## src/rtl/mem_access_unit_if.sv

```systemverilog
// rtl/mem_access_unit_if.sv - core-side and memory-side signal bundle for mem_access_unit
//
// Core side:
//   req, wr, size, addr, wdata    request fields, driven by the core
//   rdata, done, busy, misalign   response, driven by the access unit
// Memory side:
//   mem_addr, mem_wr, mem_wdata   word-aligned access, driven by the access unit
//   mem_rdata                     read data, driven by the memory
// Modports:
//   master  core and memory side (drives requests and mem_rdata)
//   slave   the access unit
interface mem_access_unit_if #(
    parameter int ADDR_W = 32
);
    logic              req;
    logic              wr;
    logic [1:0]        size;
    logic [ADDR_W-1:0] addr;
    logic [31:0]       wdata;
    logic [31:0]       rdata;
    logic              done;
    logic              busy;
    logic              misalign;
    logic [ADDR_W-1:0] mem_addr;
    logic              mem_wr;
    logic [31:0]       mem_wdata;
    logic [31:0]       mem_rdata;

    modport master (
        output req, wr, size, addr, wdata, mem_rdata,
        input  rdata, done, busy, misalign, mem_addr, mem_wr, mem_wdata
    );

    modport slave (
        input  req, wr, size, addr, wdata, mem_rdata,
        output rdata, done, busy, misalign, mem_addr, mem_wr, mem_wdata
    );
endinterface

```

## src/rtl/mem_access_unit.sv

```systemverilog
// rtl/mem_access_unit.sv - word/halfword/byte load-store adapter for a word-only memory
//
// Ports:
//   Clk    rising-edge clock
//   reset  asynchronous active-low reset
//   bus    mem_access_unit_if.slave (request/response and memory signals)
// Parameters:
//   MEM_LATENCY  cycles from mem_addr stable to mem_rdata valid (>= 1)
//   ADDR_W       byte address width
module mem_access_unit #(
    parameter int MEM_LATENCY = 2,
    parameter int ADDR_W      = 32
) (
    input  logic               Clk,
    input  logic               reset,
    mem_access_unit_if.slave   bus
);
    localparam int CNT_W = (MEM_LATENCY > 1) ? $clog2(MEM_LATENCY) : 1;
    localparam logic [CNT_W-1:0] CNT_RELOAD = CNT_W'(MEM_LATENCY - 1);

    localparam logic [1:0] SZ_WORD = 2'b00;
    localparam logic [1:0] SZ_BYTE = 2'b01;
    localparam logic [1:0] SZ_HALF = 2'b10;

    typedef enum logic [1:0] {
        IDLE = 2'd0,
        RD   = 2'd1,
        WR   = 2'd2,
        DONE = 2'd3
    } state_t;

    state_t            state_q, state_d;
    logic              wr_q;
    logic [1:0]        size_q;
    logic [ADDR_W-1:0] addr_q;
    logic [31:0]       wdata_q;
    logic [31:0]       merge_q;
    logic [31:0]       rdata_q;
    logic              err_q;
    logic [CNT_W-1:0]  cnt_q;

    logic              req_err;
    logic              rd_last;

    // Selected lane of a memory word, zero-extended.
    function automatic logic [31:0] load_lane(input logic [1:0] sz, input logic [1:0] lane,
                                              input logic [31:0] w);
        logic [31:0] sh;
        sh = w >> {lane, 3'b000};
        case (sz)
            SZ_BYTE: load_lane = {24'h0, sh[7:0]};
            SZ_HALF: load_lane = {16'h0, sh[15:0]};
            default: load_lane = w;
        endcase
    endfunction

    // Memory word with the target lane replaced by the low bits of the store data.
    function automatic logic [31:0] store_merge(input logic [1:0] sz, input logic [1:0] lane,
                                                input logic [31:0] w, input logic [31:0] d);
        logic [31:0] mask;
        logic [31:0] ins;
        if (sz == SZ_BYTE) begin
            mask = 32'h0000_00FF << {lane, 3'b000};
            ins  = {24'h0, d[7:0]} << {lane, 3'b000};
        end else begin
            mask = 32'h0000_FFFF << {lane[1], 4'b0000};
            ins  = {16'h0, d[15:0]} << {lane[1], 4'b0000};
        end
        store_merge = (w & ~mask) | ins;
    endfunction

    always_comb begin
        req_err = 1'b0;
        case (bus.size)
            SZ_WORD: req_err = (bus.addr[1:0] != 2'b00);
            SZ_HALF: req_err = bus.addr[0];
            SZ_BYTE: req_err = 1'b0;
            default: req_err = 1'b1;
        endcase
    end

    assign rd_last = (state_q == RD) && (cnt_q == '0);

    always_comb begin
        state_d = state_q;
        case (state_q)
            IDLE: begin
                if (bus.req) begin
                    if (req_err)
                        state_d = DONE;
                    else if (bus.wr && (bus.size == SZ_WORD))
                        state_d = WR;
                    else
                        state_d = RD;
                end
            end
            RD: begin
                if (rd_last)
                    state_d = wr_q ? WR : DONE;
            end
            WR:      state_d = DONE;
            DONE:    state_d = IDLE;
            default: state_d = IDLE;
        endcase
    end

    always_ff @(posedge Clk or negedge reset) begin
        if (!reset) begin
            state_q <= IDLE;
            wr_q    <= 1'b0;
            size_q  <= 2'b00;
            addr_q  <= '0;
            wdata_q <= 32'h0;
            merge_q <= 32'h0;
            rdata_q <= 32'h0;
            err_q   <= 1'b0;
            cnt_q   <= '0;
        end else begin
            state_q <= state_d;
            case (state_q)
                IDLE: begin
                    if (bus.req) begin
                        wr_q    <= bus.wr;
                        size_q  <= bus.size;
                        addr_q  <= bus.addr;
                        wdata_q <= bus.wdata;
                        err_q   <= req_err;
                        cnt_q   <= CNT_RELOAD;
                    end
                end
                RD: begin
                    if (cnt_q != '0)
                        cnt_q <= cnt_q - CNT_W'(1);
                    else if (wr_q)
                        merge_q <= store_merge(size_q, addr_q[1:0], bus.mem_rdata, wdata_q);
                    else
                        rdata_q <= load_lane(size_q, addr_q[1:0], bus.mem_rdata);
                end
                default: ;
            endcase
        end
    end

    // Strobes decode from state so they drop the instant reset asserts.
    assign bus.busy      = (state_q != IDLE);
    assign bus.done      = (state_q == DONE);
    assign bus.misalign  = (state_q == DONE) && err_q;
    assign bus.mem_wr    = (state_q == WR);
    assign bus.mem_addr  = {addr_q[ADDR_W-1:2], 2'b00};
    assign bus.mem_wdata = (size_q == SZ_WORD) ? wdata_q : merge_q;
    assign bus.rdata     = rdata_q;
endmodule

```

## src/flat_wrapper.sv

```systemverilog
// flat-port wrapper written by rule: the top's interface ports become plain ports
module mem_access_unit_flat 
#(
    parameter int MEM_LATENCY = 2,
    parameter int ADDR_W      = 32
)
  (Clk, reset, bus_req, bus_wr, bus_size, bus_addr, bus_wdata, bus_mem_rdata, bus_rdata, bus_done, bus_busy, bus_misalign, bus_mem_addr, bus_mem_wr, bus_mem_wdata);
  mem_access_unit_if #(.ADDR_W(ADDR_W)) bus_i ();
  input  logic Clk;
  input  logic reset;
  input wire logic [$bits(bus_i.req)-1:0] bus_req;
  input wire logic [$bits(bus_i.wr)-1:0] bus_wr;
  input wire logic [$bits(bus_i.size)-1:0] bus_size;
  input wire logic [$bits(bus_i.addr)-1:0] bus_addr;
  input wire logic [$bits(bus_i.wdata)-1:0] bus_wdata;
  input wire logic [$bits(bus_i.mem_rdata)-1:0] bus_mem_rdata;
  output wire logic [$bits(bus_i.rdata)-1:0] bus_rdata;
  output wire logic [$bits(bus_i.done)-1:0] bus_done;
  output wire logic [$bits(bus_i.busy)-1:0] bus_busy;
  output wire logic [$bits(bus_i.misalign)-1:0] bus_misalign;
  output wire logic [$bits(bus_i.mem_addr)-1:0] bus_mem_addr;
  output wire logic [$bits(bus_i.mem_wr)-1:0] bus_mem_wr;
  output wire logic [$bits(bus_i.mem_wdata)-1:0] bus_mem_wdata;
  assign bus_i.req = bus_req;
  assign bus_i.wr = bus_wr;
  assign bus_i.size = bus_size;
  assign bus_i.addr = bus_addr;
  assign bus_i.wdata = bus_wdata;
  assign bus_i.mem_rdata = bus_mem_rdata;
  assign bus_rdata = bus_i.rdata;
  assign bus_done = bus_i.done;
  assign bus_busy = bus_i.busy;
  assign bus_misalign = bus_i.misalign;
  assign bus_mem_addr = bus_i.mem_addr;
  assign bus_mem_wr = bus_i.mem_wr;
  assign bus_mem_wdata = bus_i.mem_wdata;
  mem_access_unit #(.MEM_LATENCY(MEM_LATENCY), .ADDR_W(ADDR_W)) u_core (.Clk(Clk), .reset(reset), .bus(bus_i));
endmodule
```

## config.mk

```make
export PLATFORM = sky130hd
export DESIGN_NAME = mem_access_unit_flat
export DESIGN_NICKNAME = d
export VERILOG_FILES = /design/src/rtl/mem_access_unit_if.sv /design/src/rtl/mem_access_unit.sv /design/src/flat_wrapper.sv
export SDC_FILE = /design/constraint.sdc
export NUM_CORES = 1
export LEC_CHECK = 0
export CORE_UTILIZATION = 51
export DETAILED_ROUTE_END_ITERATION = 7
export GPL_ROUTABILITY_DRIVEN = 0
export PLACE_DENSITY = 0.83
export REMOVE_ABC_BUFFERS = 1
export SKIP_CTS_REPAIR_TIMING = 1
export SYNTH_ARGS = -nofsm -noshare
export SYNTH_HDL_FRONTEND = slang
export SYNTH_SLANG_ARGS = --single-unit
```

## constraint.sdc

```tcl
create_clock -name Clk -period 3.35 [get_ports Clk]
set_input_delay 0.67 -clock Clk [delete_from_list [all_inputs] [get_ports Clk]]
set_output_delay 0.67 -clock Clk [all_outputs]
set_load 0.1 [all_outputs]
```

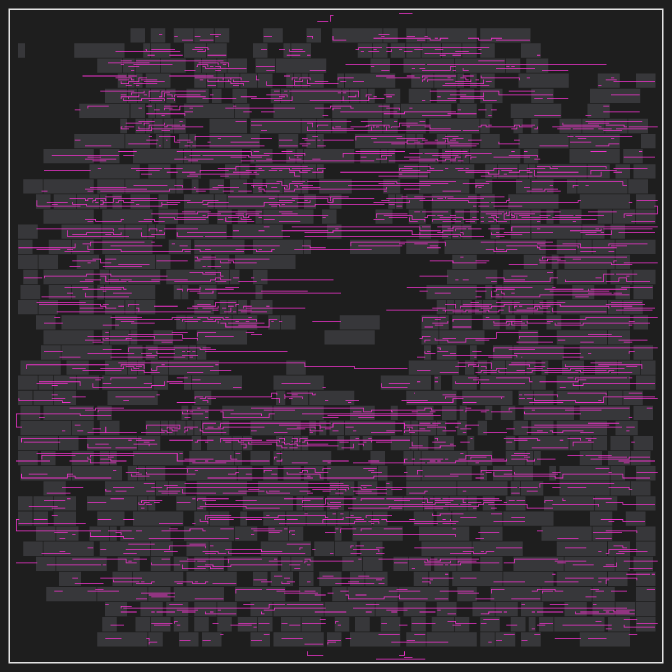
*Met1 routing*
Cells faint in the background.
nets with wire on the layer = 736
wire length on this layer = 7000 microns
longest straight run = 49.2 microns
DR vias: 5150
routed wire length: 17500 microns
Global Route met1 Usage: 32.3%

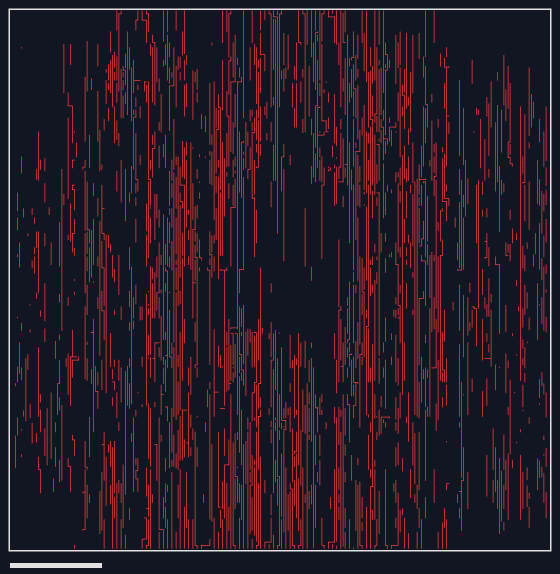
*M2 wires*
The bar under the picture is 20 microns long.
wire length on this layer = 8820 microns
nets with wire on the layer = 753
main direction = vertical

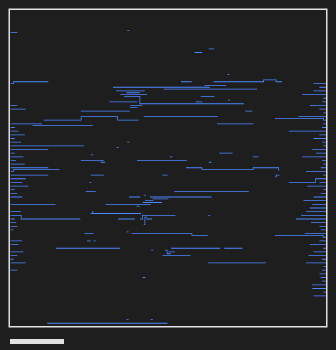
*M3 wires*
The bar under the picture is 20 microns long.
nets with wire on the layer = 133
main direction = horizontal

==> job_summary.md <==
## PnR job results

| Metric | Value |
|---|---|
| Crit path capture type | primary output |
| Max Fclk | 0.355 GHz |
| Core Area | 12800 sq um |
| DR WL/cell | 18.8 microns |
| Run status | finished, final reports clean |
| I/O pin count | 202 |
| Top cells by area | dfrtp_1 (50%), mux2_2 (16%), buf_4 (3.6%), mux2i_1 (3.5%), nand2_1 (3.5%) |
| Worst slew margin | 35.1% |
| MUX area fraction | 22.4% |
| Seq share, synth | 49.7% |
| DRC viols | 0 |
| Worst slew pin tran | 0.970 ns |
| Multi-input gates | 369 |
| Final Core Density | 70.4% |
| WHS | 0.273 ns |
| GR peak layer | met2 |
| Crit path launch | u_core.size_q[1] |
| Share of layout cells above drive strength 1 | 32.0% |
| Vias in the first global route | 5337 |
| Flip-flops with a built-in enable | 0 |
| Register area | 3380 sq um |
| First-pass GRT wire length | 28500 microns |
| Fin area | 9020 sq um |
| WP data arrival | 2.15 ns |
| Met1 wire length | 7000 microns |
| Comb. cell area | 2950 sq um |
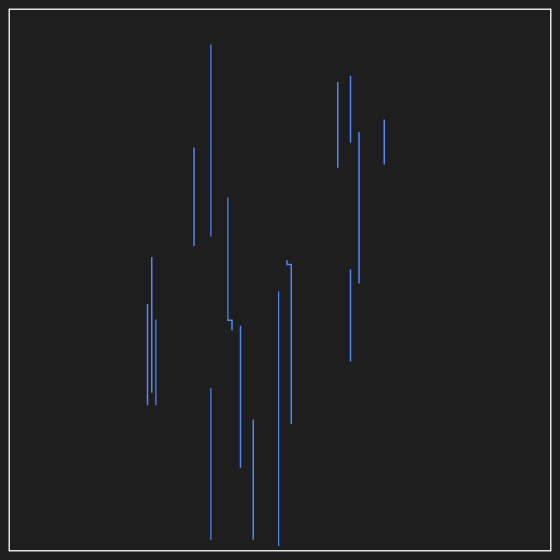
*The metal 4 layer*
longest straight run = 55.1 microns
wire length on this layer = 436 microns
nets with wire on the layer = 15
share of all routed wire = 2.5%
main direction = vertical

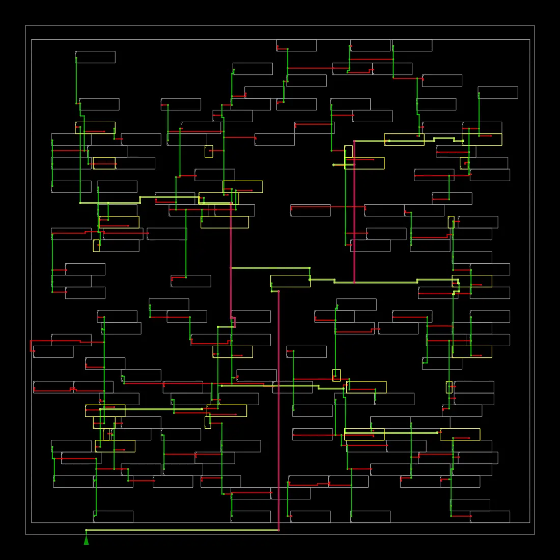
*Clock nets*
Clock buffer cells: 24
Final Skew: 0.00770 ns
worst skew pair latency: 0.42 ns
CTS sink count: 135
CTS Buf Count: 17

